$ cat src/rtl/ifetch_if.sv
// Instruction-memory request/response bus between the fetch stage and imem.
// The fetch side drives req/addr; memory answers with ready/rdata.
interface ifetch_if #(
  parameter int unsigned INSWIDTH = 32,
  parameter int unsigned AWIDTH   = 32
) ();
  logic                imem_req;
  logic [AWIDTH-1:0]   imem_addr;
  logic                imem_ready;
  logic [INSWIDTH-1:0] imem_rdata;

  modport master (output imem_req, output imem_addr, input imem_ready, input imem_rdata);
  modport slave  (input imem_req, input imem_addr, output imem_ready, output imem_rdata);
endinterface

$ cat src/rtl/ifetch_unit.sv
// Instruction-fetch stage: owns the PC, fetches over a req/ready handshake and
// presents {instruction, PC+4} to IF/ID, honouring stall and branch redirects.
module ifetch_unit #(
  parameter int unsigned       INSWIDTH = 32,
  parameter int unsigned       AWIDTH   = 32,
  parameter logic [AWIDTH-1:0] RESET_PC = '0
) (
  input  logic                clk,
  input  logic                rst_n,
  input  logic                stall,
  input  logic                redirect,
  input  logic [AWIDTH-1:0]   redirect_pc,
  ifetch_if.master            imem,
  output logic [INSWIDTH-1:0] ins_o,
  output logic [AWIDTH-1:0]   pcnext_o,
  output logic                valid_o
);

  typedef enum logic [1:0] {FETCH, DRAIN, HOLD} state_e;

  state_e              state_q, state_d;
  logic [AWIDTH-1:0]   pc_q, pc_d;
  logic [AWIDTH-1:0]   redir_pc_q, redir_pc_d;
  logic [INSWIDTH-1:0] hold_ins_q, hold_ins_d;

  logic [AWIDTH-1:0]   target;
  logic [AWIDTH-1:0]   pc_plus4;

  assign target   = redirect_pc & ~AWIDTH'(3);
  assign pc_plus4 = pc_q + AWIDTH'(4);

  always_comb begin
    state_d    = state_q;
    pc_d       = pc_q;
    redir_pc_d = redir_pc_q;
    hold_ins_d = hold_ins_q;
    case (state_q)
      FETCH: begin
        if (imem.imem_ready) begin
          if (redirect)   pc_d = target;
          else if (stall) begin
            hold_ins_d = imem.imem_rdata;
            state_d    = HOLD;
          end
          else            pc_d = pc_plus4;
        end else if (redirect) begin
          redir_pc_d = target;
          state_d    = DRAIN;
        end
      end
      DRAIN: begin
        // A redirect coinciding with ready must beat the previously latched target.
        if (redirect) redir_pc_d = target;
        if (imem.imem_ready) begin
          pc_d    = redirect ? target : redir_pc_q;
          state_d = FETCH;
        end
      end
      HOLD: begin
        if (redirect) begin
          pc_d    = target;
          state_d = FETCH;
        end else if (!stall) begin
          pc_d    = pc_plus4;
          state_d = FETCH;
        end
      end
      default: state_d = FETCH;
    endcase
  end

  always_ff @(posedge clk or negedge rst_n) begin
    if (!rst_n) begin
      state_q    <= FETCH;
      pc_q       <= RESET_PC;
      redir_pc_q <= '0;
      hold_ins_q <= '0;
    end else begin
      state_q    <= state_d;
      pc_q       <= pc_d;
      redir_pc_q <= redir_pc_d;
      hold_ins_q <= hold_ins_d;
    end
  end

  // rst_n gates req/valid so nothing is issued or presented while reset is held.
  always_comb begin
    imem.imem_req  = 1'b0;
    imem.imem_addr = pc_q;
    valid_o        = 1'b0;
    case (state_q)
      FETCH: begin
        imem.imem_req = rst_n;
        valid_o       = rst_n & imem.imem_ready & ~redirect;
      end
      DRAIN:   imem.imem_req = rst_n;
      HOLD:    valid_o = rst_n & ~redirect;
      default: valid_o = 1'b0;
    endcase
    ins_o    = valid_o ? ((state_q == HOLD) ? hold_ins_q : imem.imem_rdata) : '0;
    pcnext_o = pc_plus4;
  end

endmodule

$ cat src/flat_wrapper.sv
// flat-port wrapper written by rule: the top's interface ports become plain ports
module ifetch_unit_flat 
#(
  parameter int unsigned       INSWIDTH = 32,
  parameter int unsigned       AWIDTH   = 32,
  parameter logic [AWIDTH-1:0] RESET_PC = '0
)
  (clk, rst_n, stall, redirect, redirect_pc, ins_o, pcnext_o, valid_o, imem_imem_req, imem_imem_addr, imem_imem_ready, imem_imem_rdata);
  ifetch_if #(.INSWIDTH(INSWIDTH), .AWIDTH(AWIDTH)) imem_i ();
  input  logic clk;
  input  logic rst_n;
  input  logic stall;
  input  logic redirect;
  input  logic [AWIDTH-1:0] redirect_pc;
  output logic [INSWIDTH-1:0] ins_o;
  output logic [AWIDTH-1:0] pcnext_o;
  output logic valid_o;
  output wire logic [$bits(imem_i.imem_req)-1:0] imem_imem_req;
  output wire logic [$bits(imem_i.imem_addr)-1:0] imem_imem_addr;
  input wire logic [$bits(imem_i.imem_ready)-1:0] imem_imem_ready;
  input wire logic [$bits(imem_i.imem_rdata)-1:0] imem_imem_rdata;
  assign imem_imem_req = imem_i.imem_req;
  assign imem_imem_addr = imem_i.imem_addr;
  assign imem_i.imem_ready = imem_imem_ready;
  assign imem_i.imem_rdata = imem_imem_rdata;
  ifetch_unit #(.INSWIDTH(INSWIDTH), .AWIDTH(AWIDTH), .RESET_PC(RESET_PC)) u_core (.clk(clk), .rst_n(rst_n), .stall(stall), .redirect(redirect), .redirect_pc(redirect_pc), .imem(imem_i), .ins_o(ins_o), .pcnext_o(pcnext_o), .valid_o(valid_o));
endmodule
$ cat config.mk
export PLATFORM = sky130hd
export DESIGN_NAME = ifetch_unit_flat
export DESIGN_NICKNAME = d
export VERILOG_FILES = /design/src/rtl/ifetch_if.sv /design/src/rtl/ifetch_unit.sv /design/src/flat_wrapper.sv
export SDC_FILE = /design/constraint.sdc
export NUM_CORES = 1
export LEC_CHECK = 0
export ABC_AREA = 1
export CAP_MARGIN = 20
export CORE_MARGIN = 4
export CORE_UTILIZATION = 35
export DETAILED_ROUTE_END_ITERATION = 10
export PLACE_DENSITY_LB_ADDON = 0.15
export SYNTH_ARGS = -nofsm -noshare
export SYNTH_HDL_FRONTEND = slang
export SYNTH_SLANG_ARGS = --single-unit
$ cat constraint.sdc
create_clock -name clk -period 3.6 [get_ports clk]
set_input_delay 0.9 -clock clk [delete_from_list [all_inputs] [get_ports clk]]
set_output_delay 0.9 -clock clk [all_outputs]
set_load 0.02 [all_outputs]
Fig. 1: signal wires by layer
(3 px per µm)
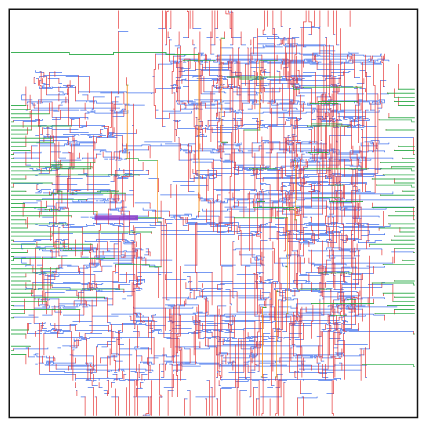
met3: drawn in green, wire length 1,520 µm. met5: drawn in purple, wire length 12.9 µm. met4: drawn in orange, wire length 260 µm. met2: drawn in red, wire length 7,010 µm. met1: drawn in blue, wire length 7,360 µm.

Fig. 2: floorplan with the power grid
(3 px per µm) Pins as bars on the die edge. Tap cells in gray.
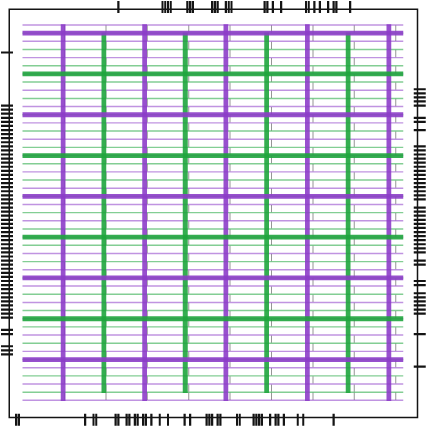
VSS: drawn in purple. VDD: drawn in green.
The core has 46 rows. 9 straps on met5. 216 tap cells. 167 signal pins sit on the boundary. 9 straps on met4.
core outline area: 0.0159 mm²
die span in y: 136 µm
width of the die: 136 µm

==> impl.org <==
#+TITLE: Flow metrics

** Worst setup path
- STA classifies the critical path startpoint as a primary input.
- Type of the worst setup path :: in -> out
- The worst setup path is captured at an output pin.
- Listed in order, past its start point the critical path passes clkdlybuf4s50_1, nor4_4, buf_4, clkbuf_16, nand2_1, inv_1, dlygate4sd2_1.
- The number of cells on the worst reg-to-reg path is 7.
- Worst path required time :: 2.70 ns
- Number of logic stages on the critical path including buffering :: 7
- The capture point of the critical path was reported as ins_o[20].
- Timing startpoint of the critical path :: redirect
- Slowest library cell on the worst path :: sky130_fd_sc_hd__clkdlybuf4s50_1
- Origin of the critical flop-to-flop path :: u_core.state_q[0]$_DFFE_PN0P_
- Along the worst path, the maximum fanout reaches 16.
- Across all register-to-register paths, the minimum setup slack is 1.63 ns.

** Yosys
- The synthesized netlist was found by Yosys to have a little over 800 cells.
- Cells after Synth :: ~830
- Proportion of netlist area held by the largest area contributor :: 43.1%
- Area of the mapped netlist :: 0.00569 mm²
- Largest cells by area after synthesis :: sky130_fd_sc_hd__dfrtp_1 43%, sky130_fd_sc_hd__nand2_1 17%, sky130_fd_sc_hd__o21ai_0 8.9%, sky130_fd_sc_hd__inv_1 8.0%, sky130_fd_sc_hd__nor2_1 5.8%

** Timing
- For this run, the top clock speed supported by timing is 0.288 GHz.
- Fraction of the cycle the final worst path needs :: 96.3%
- Headroom to the max-slew limit came out at 47.3%.
- Hold timing on the final database bottoms out at a slack of 0.484 ns.
- Period minus WS final :: about 3.5 ns
- Setup repair after global routing could not meet its margin everywhere.

** GRT
- In the global route stage, met1 resource usage came out at 24.5%.
- Largest net degree at the start of global routing :: 66
- Most utilized layer in the global route result :: met2

** Clock network
- Counting along the longest clock path gives a buffer depth of 2.
- Clk root buf :: sky130_fd_sc_hd__clkbuf_16
- In this run, post-CTS hold repair placed 0 buffers.
- Clock tree from TritonCTS :: done

** Detailed routing
- Number of DRC violations after detailed-routing iteration 0 :: roughly 290
- In this run the remaining antenna-violating nets after routing total 0.
- Drt first pass iters :: 5

** Place
- Per the placement log, port buffering inserted 164 buffers.
- Summed over all nets, the half-perimeter wirelength after detailed placement is 11,700 µm.

** Floorplan
- Initial cell density of the core :: 35.8%
- Count of inserted tapcells :: 216

** Cells and area
- In the final layout, excluding clock inverters the inverter count is 126.
- Layout cell share with drive strength beyond 1 :: 4.89%
- Per the area breakdown, the dominant cell category is combinational gates.
- Fraction of area in clock buffers and inverters :: 3.22%
- Seq cells :: 98
- The net count of the finished layout is about 1,000.
- Combinational fraction of the cell area :: 32.9%
- Most frequent cells in the layout :: 265 x sky130_fd_sc_hd__nand2_1, 131 x sky130_fd_sc_hd__clkdlybuf4s50_1, 121 x sky130_fd_sc_hd__inv_1, 101 x sky130_fd_sc_hd__o21ai_0, 98 x sky130_fd_sc_hd__dfrtp_1
- After filler insertion, the fill cell instance count of the layout stands at 1,645.
- In the final layout, the multi-input gates occupy 0.00259 mm².

** Hold path
- STA shows the worst min-delay path finishing at u_core.redir_pc_q[20]$_DFFE_PN0P_.
- The path class of the tightest hold or removal check is reg -> reg.

** Power
- Per the OpenROAD power report, leakage power amounts to roughly 4.3 nW.
- P per Cell Area :: 482 mW/mm²

** Outcome
- Result of the run :: complete, no violations
Fig. 3: clock nets
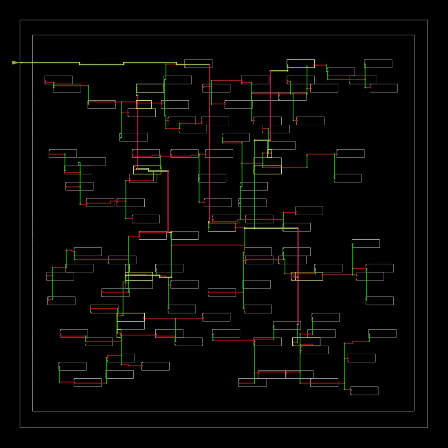
count of clock buffers in the final design: 14
clk sink count: 98
clock buffers created by TritonCTS: 9

Fig. 4: M3 wires
(2 px per µm)
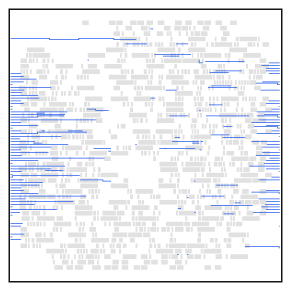
The longest straight run is 46.7 µm. 135 nets have wire on it. The layer carries 1,520 µm of wire. The layer holds 9.4% of the routed length.
wire length reported by the detailed router: 16,200 µm
global-route track usage on met3: 6.54%
number of vias after detailed routing: 5,556

layer usage:
| layer | part of all wire [%] | vias to the layer above |
|---|---|---|
| met5 | 0.074 | - |
| met4 | 1.6 | 2 |
| met3 | 9.4 | 21 |
| met2 | 43 | 184 |
| met1 | 46 | 2503 |
| li1 | - | 2846 |
flip-flops by register name, summed over array words and instances, names as in the netlist:
signal                 flops
u_core.imem.imem_addr     32
u_core.state_q             2
u_core.hold_ins_q         32
u_core.redir_pc_q         32
stage by stage:
| step | cell area, µm² | util, % | std cells | power (mW) | worst slack, ns |
|---|---|---|---|---|---|
| after global placement | 7540 | 47.4 | 1182 | 2.94 | 0.0138 |
| after detailed placement | 7540 | 47.4 | 1182 | 2.95 | -0.0105 |
| final | 7880 | 49.6 | 1198 | 3.80 | 0.132 |
| after floorplan | 5690 | - | 827 | 2.29 | 0.787 |
| after global routing | 7880 | 49.6 | 1198 | 4.06 | -0.0305 |
| after CTS | 7780 | 49.0 | 1196 | 3.85 | 0.00139 |
what timing repair did:
item / CTS / global route
pin swaps: 0 / 0
setup buffers: 0 / 1
cloned: 0 / 1
gates resized: 7 / 26
endpoints found under the setup margin: 7 / 30
cell usage after synthesis:
master                     count
sky130_fd_sc_hd__nand2_1     265
sky130_fd_sc_hd__inv_1       121
sky130_fd_sc_hd__o21ai_0     101
sky130_fd_sc_hd__dfrtp_1      98
sky130_fd_sc_hd__nor2_1       88
sky130_fd_sc_hd__a21oi_1      24
sky130_fd_sc_hd__o21ai_1      18
sky130_fd_sc_hd__buf_2        16
sky130_fd_sc_hd__clkbuf_1     15
sky130_fd_sc_hd__xor2_1       14
sky130_fd_sc_hd__nand3_1      10
sky130_fd_sc_hd__nand3b_1      7
sky130_fd_sc_hd__nor2_2        6
sky130_fd_sc_hd__o22ai_1       6
sky130_fd_sc_hd__inv_2         5
sky130_fd_sc_hd__a22oi_1       4
sky130_fd_sc_hd__buf_4         4
sky130_fd_sc_hd__nand2_2       4
sky130_fd_sc_hd__and2_1        3
sky130_fd_sc_hd__nor2_4        3
sky130_fd_sc_hd__a31oi_1       2
sky130_fd_sc_hd__a41oi_1       2
sky130_fd_sc_hd__buf_6         2
sky130_fd_sc_hd__a211oi_1      1
sky130_fd_sc_hd__ha_1          1
sky130_fd_sc_hd__nand4_1       1
sky130_fd_sc_hd__nor2_8        1
sky130_fd_sc_hd__nor4_4        1
sky130_fd_sc_hd__o21a_1        1
sky130_fd_sc_hd__o21ai_2       1
sky130_fd_sc_hd__o221ai_1      1
sky130_fd_sc_hd__xnor2_1       1
worst min-delay path, delay by kind of cell (launching register included):
family	cells	cell delay, ns
AND-OR/OR-AND	1	0.06
flip-flops	1	0.34
AND/OR/NAND/NOR	1	0.05
power by group:
| part | switching, mW | internal [mW] |
|---|---|---|
| logic | 0.781 | 0.622 |
| registers | 0.201 | 1.32 |
| clock network | 0.393 | 0.481 |
| total | 1.38 | 2.42 |
logic make-up after synthesis:
family	Yosys count	share of synthesized area, %
buf+inv	163	11.6
fa+ha+maj	1	0.220
compound gates	161	14.9
flops	98	43.1
xor+xnor	15	2.31
simple gates	389	27.9
Power is estimated from default activity; no workload was simulated.
